## config.mk

```make
export PLATFORM = sky130hd
export DESIGN_NAME = cam_config_sequencer
export DESIGN_NICKNAME = d
export VERILOG_FILES = /design/src/rtl/cam_config_sequencer.sv
export SDC_FILE = /design/constraint.sdc
export NUM_CORES = 1
export LEC_CHECK = 0
export ABC_AREA = 1
export CORE_MARGIN = 8
export CORE_UTILIZATION = 30
export DETAILED_ROUTE_END_ITERATION = 6
export PLACE_DENSITY = 0.48
export SETUP_SLACK_MARGIN = 0.3
export SLEW_MARGIN = 40
export SYNTH_ARGS = -nofsm -noshare
export SYNTH_HDL_FRONTEND = slang
export SYNTH_SLANG_ARGS = --single-unit
```

## constraint.sdc

```tcl
create_clock -name clk_i -period 5.35 [get_ports clk_i]
set_input_delay 0.535 -clock clk_i [delete_from_list [all_inputs] [get_ports clk_i]]
set_output_delay 0.535 -clock clk_i [all_outputs]
set_load 0.02 [all_outputs]
```

## src/rtl/cam_config_sequencer.sv

```systemverilog
// Walks a config ROM after power-up and writes each {reg, value} entry to the camera over SCCB.
// Optional CAM_CFG_PWDN_EN adds a power-down/reset release sequence ahead of the first fetch.
module cam_config_sequencer #(
  parameter int         SCCB_DIV       = 250,
  parameter int         ROM_ADDR_WIDTH = 8,
  parameter logic [7:0] DEVICE_ADDR    = 8'h42,
  parameter int         DELAY_TICKS    = 100000
) (
  input  logic                      clk_i,
  input  logic                      reset_ni,
  input  logic                      start_i,
  output logic [ROM_ADDR_WIDTH-1:0] rom_addr_o,
  input  logic [15:0]               rom_data_i,
  output logic                      sioc_o,
  output logic                      siod_o,
  output logic                      siod_oe_o,
  output logic                      busy_o,
  output logic                      done_o
`ifdef CAM_CFG_PWDN_EN
  ,
  output logic                      cam_pwdn_o,
  output logic                      cam_reset_no
`endif
);

  localparam int DW = $clog2(SCCB_DIV + 1);
  localparam int TW = $clog2(DELAY_TICKS + 1);

  typedef enum logic [3:0] {
    S_IDLE,
`ifdef CAM_CFG_PWDN_EN
    S_PWR,
`endif
    S_FETCH,
    S_DECODE,
    S_DELAY,
    S_START,
    S_BITS,
    S_STOP,
    S_GAP,
    S_DONE
  } state_t;

  state_t        state;
  logic [DW-1:0] div_cnt;
  logic [1:0]    quarter;
  logic [4:0]    bit_cnt;
  logic [26:0]   shreg;
  logic [TW-1:0] tick_cnt;
  logic [7:0]    unit_cnt;
  logic          qtick;
  logic          tick_last;
  logic          bus_active;
  logic          advance;
`ifdef CAM_CFG_PWDN_EN
  logic          pwr_phase;
`endif

  assign bus_active = (state == S_START) || (state == S_BITS) ||
                      (state == S_STOP)  || (state == S_GAP);
  assign qtick      = (div_cnt == DW'(SCCB_DIV - 1));
  assign tick_last  = (tick_cnt == TW'(DELAY_TICKS - 1));

  // Divider only runs during bus states so every transfer starts on a full quarter.
  always_ff @(posedge clk_i or negedge reset_ni) begin
    if (!reset_ni) begin
      div_cnt <= '0;
    end else if (!bus_active || qtick) begin
      div_cnt <= '0;
    end else begin
      div_cnt <= div_cnt + DW'(1);
    end
  end

  always_comb begin
    advance = 1'b0;
    case (state)
      S_DECODE: advance = (rom_data_i[15:8] == 8'hFE) && (rom_data_i[7:0] == 8'h00);
      S_DELAY:  advance = tick_last && (unit_cnt == 8'd1);
      S_GAP:    advance = qtick && (quarter == 2'd3);
      default:  advance = 1'b0;
    endcase
  end

  always_ff @(posedge clk_i or negedge reset_ni) begin
    if (!reset_ni) begin
      state      <= S_IDLE;
      quarter    <= '0;
      bit_cnt    <= '0;
      shreg      <= '0;
      tick_cnt   <= '0;
      unit_cnt   <= '0;
      rom_addr_o <= '0;
      sioc_o     <= 1'b1;
      siod_o     <= 1'b1;
      siod_oe_o  <= 1'b1;
      busy_o     <= 1'b0;
      done_o     <= 1'b0;
`ifdef CAM_CFG_PWDN_EN
      pwr_phase    <= 1'b0;
      cam_pwdn_o   <= 1'b1;
      cam_reset_no <= 1'b0;
`endif
    end else begin
      case (state)
        S_IDLE, S_DONE: begin
          if (start_i) begin
            rom_addr_o <= '0;
            busy_o     <= 1'b1;
            done_o     <= 1'b0;
            tick_cnt   <= '0;
`ifdef CAM_CFG_PWDN_EN
            pwr_phase    <= 1'b0;
            cam_pwdn_o   <= 1'b0;
            cam_reset_no <= 1'b0;
            state        <= S_PWR;
`else
            state      <= S_FETCH;
`endif
          end
        end
`ifdef CAM_CFG_PWDN_EN
        S_PWR: begin
          tick_cnt <= tick_cnt + TW'(1);
          if (tick_last) begin
            tick_cnt <= '0;
            if (!pwr_phase) begin
              pwr_phase    <= 1'b1;
              cam_reset_no <= 1'b1;
            end else begin
              state <= S_FETCH;
            end
          end
        end
`endif
        S_FETCH: state <= S_DECODE;
        S_DECODE: begin
          if (rom_data_i == 16'hFFFF) begin
            state  <= S_DONE;
            busy_o <= 1'b0;
            done_o <= 1'b1;
          end else if (rom_data_i[15:8] == 8'hFE) begin
            if (rom_data_i[7:0] != 8'h00) begin
              unit_cnt <= rom_data_i[7:0];
              tick_cnt <= '0;
              state    <= S_DELAY;
            end
          end else begin
            // Trailing 1 of each byte is the don't-care slot, sent with the pad released.
            shreg     <= {DEVICE_ADDR, 1'b1, rom_data_i[15:8], 1'b1, rom_data_i[7:0], 1'b1};
            quarter   <= '0;
            sioc_o    <= 1'b1;
            siod_o    <= 1'b0;
            siod_oe_o <= 1'b1;
            state     <= S_START;
          end
        end
        S_DELAY: begin
          tick_cnt <= tick_cnt + TW'(1);
          if (tick_last) begin
            tick_cnt <= '0;
            unit_cnt <= unit_cnt - 8'd1;
          end
        end
        S_START: begin
          if (qtick) begin
            if (quarter == 2'd0) begin
              quarter <= 2'd1;
              sioc_o  <= 1'b0;
            end else begin
              quarter   <= 2'd0;
              bit_cnt   <= '0;
              siod_o    <= shreg[26];
              siod_oe_o <= 1'b1;
              shreg     <= {shreg[25:0], 1'b0};
              state     <= S_BITS;
            end
          end
        end
        S_BITS: begin
          if (qtick) begin
            quarter <= quarter + 2'd1;
            if (quarter == 2'd1) begin
              sioc_o <= 1'b1;
            end else if (quarter == 2'd3) begin
              sioc_o <= 1'b0;
              if (bit_cnt == 5'd26) begin
                siod_o    <= 1'b0;
                siod_oe_o <= 1'b1;
                state     <= S_STOP;
              end else begin
                bit_cnt   <= bit_cnt + 5'd1;
                siod_o    <= shreg[26];
                siod_oe_o <= !((bit_cnt == 5'd7) || (bit_cnt == 5'd16) || (bit_cnt == 5'd25));
                shreg     <= {shreg[25:0], 1'b0};
              end
            end
          end
        end
        S_STOP: begin
          if (qtick) begin
            quarter <= quarter + 2'd1;
            if (quarter == 2'd0) begin
              sioc_o <= 1'b1;
            end else if (quarter == 2'd1) begin
              siod_o <= 1'b1;
            end else begin
              quarter <= 2'd0;
              state   <= S_GAP;
            end
          end
        end
        S_GAP: begin
          if (qtick) quarter <= quarter + 2'd1;
        end
        default: state <= S_IDLE;
      endcase

      // A missing end marker terminates at the last address rather than wrapping.
      if (advance) begin
        if (&rom_addr_o) begin
          state  <= S_DONE;
          busy_o <= 1'b0;
          done_o <= 1'b1;
        end else begin
          rom_addr_o <= rom_addr_o + ROM_ADDR_WIDTH'(1);
          state      <= S_FETCH;
        end
      end
    end
  end

endmodule

```

==> images/layer_met1.png <==
Cells faint in the background.
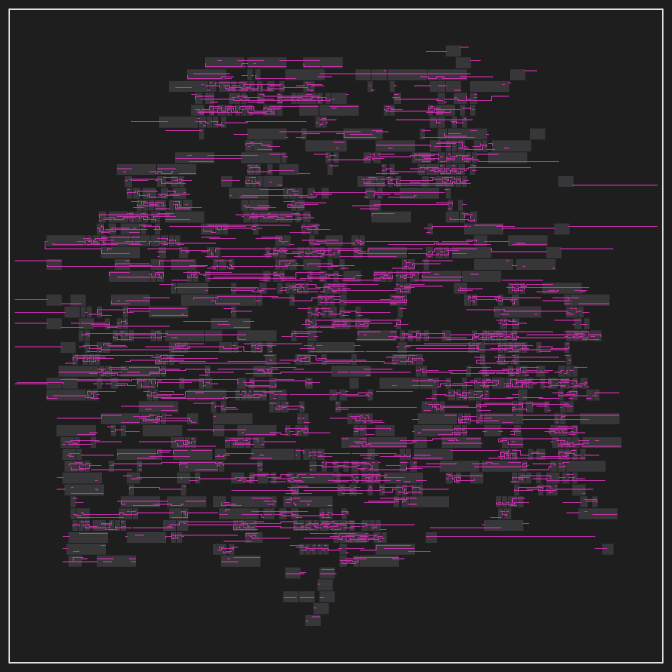
- main direction: horizontal
- longest straight run: 38.6 um
- wire length on this layer: 6490 um
- nets with wire on the layer: 736
- share of all routed wire: 48%

==> images/layer_met2.png <==
The bar under the picture is 50 um long.
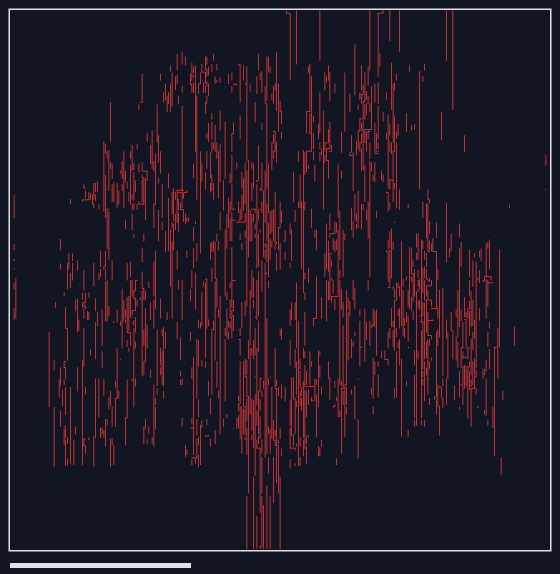
- main direction: vertical
- share of all routed wire: 48%
- longest straight run: 53.7 um

==> notes.md <==
The run gives 27 for the flip-flop count of the largest register after layout. In the final report, the number of hold violations comes to 0. The headroom to the max-slew limit was 56.36%; the number of optimization iterations in the first detailed-route pass was 4.

During placement, the flow inserted port buffers numbering 31. For the final worst setup slack, the log shows 2.967 ns. Leaving out fill and tap cells, the most frequent cell in the layout is sky130_fd_sc_hd__nand2_1. The report lists the number of cells resized after CTS as 0. The registers reported with the highest flop counts are shreg: 27 flops, tick_cnt: 17 flops. The worst setup path is launched from an input port. The finished layout holds 998 standard cells, fillers aside. The tools report the clock root buffer as sky130_fd_sc_hd__clkbuf_16. Counting the warning lines in the Yosys log gives 0. The power density over the cells is 413.7 nW/um^2, and the floorplan-stage core utilization is 30.16%. With the worst-case hold slack at 0.1407 ns, the aoi/oai-family share of the synthesized area is 13.06%. Yosys mapped a number of flops with a built-in enable equal to 0. The tools report the number of routed nets with antenna violations as 0. The worst setup path is of the input port to flop kind.

Timing would allow up to 419.6 MHz. For the initial antenna violation count, the log shows 0. The vias after detailed routing was 4822. In the post-route report, total wirelength is listed as 13.57 mm. OpenROAD emitted warnings numbering 35.

The run gives 0 for the max capacitance violation total. For reference, the final report shows the max-slew violation count at 0. The region available for standard cell placement spans 17720 sq um.

For the number of DRC violations after detailed routing, the log shows 0. With the slew of the pin with the lowest slew margin at 0.6546 ns, the per-cell via count in the routed design is 4.832. The level count of the clock H-tree is 3. Standby leakage power: 2.747 nW. The clock tree has to reach 84 sinks.

Floorplan die height: 149.5 um. Buffers inserted to repair hold after CTS numbered 0. The floorplan has 49 rows.

Main kind of combinational logic by area: simple AND/OR/NAND/NOR gates. The tools report the endpoint type of the worst setup path as a flop. The worst register-to-register path depth is 11.

The layout overhead on the synthesized area works out to 15.29%. OpenSTA lists the critical path endpoint as shreg[5]. The clock passes through at most 2 buffers.

With the I/O pin count at 32, the Yosys chip area is 5344 sq um. The post-layout total power was 2.549 mW. The run gives 5344 sq um for the post-synth design cell area. The register with the most flip-flops is shreg.

For the worst endpoint required time, the log shows 5.62 ns. For the completed layout, the total cell area is recorded as 6161 sq um. The number of cells on the critical path is 9, and the wire length of the first global-routing pass is 23.36 mm. Clock-pin slew was measured on the worst setup and hold paths at 0.07 ns. For the peak supply drop, the log shows 0.0002034 V. The post-synthesis share of cell area spent on full adders, half adders and majority gates is 3.512%. The sum of negative setup slack came out at 0 ns. Setup repair after global routing left no endpoint under its margin.

The placement stage leaves a total instance area of 5848 sq um. Counting both buffers and inverters, the worst setup path holds a total of 2. The largest single stage delay on the critical path is 0.48 ns. Per STA, the worst path accumulates the most delay in the family simple AND/OR/NAND/NOR gates. After synthesis, the design contains 736 cells according to Yosys.

The total congestion overflow came out at 0. The run gives 216 for the initial detailed-routing violation count. The total track usage was 12.88%; the HPWL reported at the end of detailed placement was 10.05 mm. The total setup buffers inserted after CTS is 0, and the routed wire length per instance is 13.60 um. Per the placement report, the placed cell count is 981.

In the synthesized netlist, mux cells make up 0% of the area. Per the gpl log, the routability congestion estimate is 0.8848. Entering global routing, the biggest net connects 49 pins. The pre-CTS setup check shows a worst slack of 2.555 ns.

For this run, asynchronously set or reset flops after synthesis account for 100.0%. For the area of the chip, the log shows 22340 sq um. After layout, the minimum clock period comes to 2.383 ns. The worst-path maximum fanout is 46. For this design, the slowest cell found on the critical path is sky130_fd_sc_hd__clkdlybuf4s50_1. Yosys mapped the design onto 42 distinct sky130hd cell types. Among all flip-flop cells after synthesis, the most frequent one is sky130_fd_sc_hd__dfrtp_1.

For this run, the post-layout net count is 798. For the final database, setup skew stands at 0.009238 ns. The classification of the worst-slack hold path was input port to async pin. Measured along the x axis, the die boundary spans 149.5 um.

The signal on the critical path passes through clkdlybuf4s50_1 > nand2_1 > nor2_1 > inv_1 > nor2_1 > o21ai_2 > nand2_4 > nand2_1 > o21ai_2. The post-synthesis share of cell area spent on and, or, nand and nor gates is 34.61%, and the proportion of layout cells with a drive suffix above 1 is 9.493%. For this run, the share of the core covered by cells in the final layout is 34.77%. The run finished with clean final reports. The via count of the first global-routing pass was 4736. Per STA, the startpoint of the critical path is rom_data_i[15]. In this run, synthesis produced a sequential element count of 84.

The final clock period utilization by the worst path was 44.55%. Summing the sequential cell areas from Yosys gives 39.41% of the chip area. TritonCTS built the clock tree. The cell-mix breakdown from Yosys lists the XOR/XNOR area share as 2.131%. Clock tree synthesis inserted a total of 9 buffers. Count of antenna diodes in the layout: 0. For flop-to-flop paths, the worst setup slack is 3.08 ns. Reg-to-reg critical path startpoint: state[0].

With the mean instance size in the synthesized netlist at 7.261 sq um, the number of nets produced by synthesis is 770. For the worst reg-to-reg path, the endpoint reported by OpenROAD is unit_cnt[3]. For the total setup violations reported at the end of the flow, the log shows 0. STA puts the critical path data arrival time at 2.66 ns. Per the post-synthesis report, the number of cells in the design is 736. In the layout the commonest cells are sky130_fd_sc_hd__nand2_1 (219), sky130_fd_sc_hd__dfrtp_1 (81), sky130_fd_sc_hd__nand3_1 (77).
==> images/layer_met3.png <==
The bar under the picture is 50 um long.
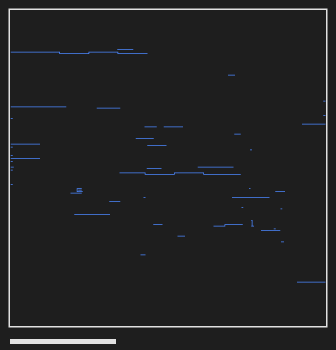
- longest straight run: 26.0 um
- nets with wire on the layer: 33
- main direction: horizontal
- share of all routed wire: 2.8%

==> images/clocks.png <==
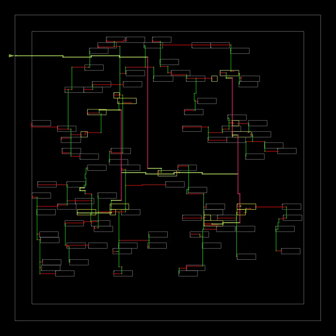
latest clock arrival within the worst-skew pair: 0.35 ns
total clock network power: 0.611 mW

metal layers:
| layer | GRT usage [%] | vias to the layer above | wire length, um |
|---|---|---|---|
| li1 | - | 2459 | - |
| met5 | 0 | - | 0 |
| met2 | 20.86 | 63 | 6450 |
| met4 | 4.947 | 0 | 249 |
| met1 | 16.55 | 2281 | 6491 |
| met3 | 2.631 | 19 | 383 |
logic make-up (layout without fill, tap and decap cells):
kind of cell,Yosys count,in the layout
simple gates,423,423
compound gates,108,108
buf+inv,93,126
flops,84,84
fa+ha+maj,15,15
xor+xnor,13,13
cell type report:
type | instances | area (sq um)
Fill cell | 1866 | 11560
Multi-Input combinational cell | 559 | 2849
Sequential cell | 84 | 2106
Timing Repair Buffer | 33 | 342.8
Inverter | 77 | 291.5
Tap cell | 229 | 286.5
Clock buffer | 9 | 225.2
Clock inverter | 7 | 60.06
where the power goes:
| part | switching (mW) | leakage, nW | internal (mW) |
|---|---|---|---|
| clock network | 0.289 | 0.130 | 0.321 |
| logic | 0.685 | 1.51 | 0.345 |
| registers | 0.112 | 1.10 | 0.795 |
synthesized netlist by cell type (all sizes together) (2+ instances only):
cell type	n	area (sq um)
nand3	77	385.4
nor2	76	334.1
dfrtp	81	2027
clkbuf	8	30.03
o31ai	5	37.54
clkinv	2	7.510
dfstp	3	78.83
nand2	227	877.1
inv	75	284.0
a31oi	2	12.51
a21oi	8	40.04
o21ai	78	480.5
buf	8	67.56
xnor2	2	17.52
nor3	17	85.08
or2	2	12.51
nand4	17	106.4
xor2	11	96.34
ha	15	187.7
o21a	10	75.07
nor3b	3	22.52
Power and IR drop assume default switching activity.
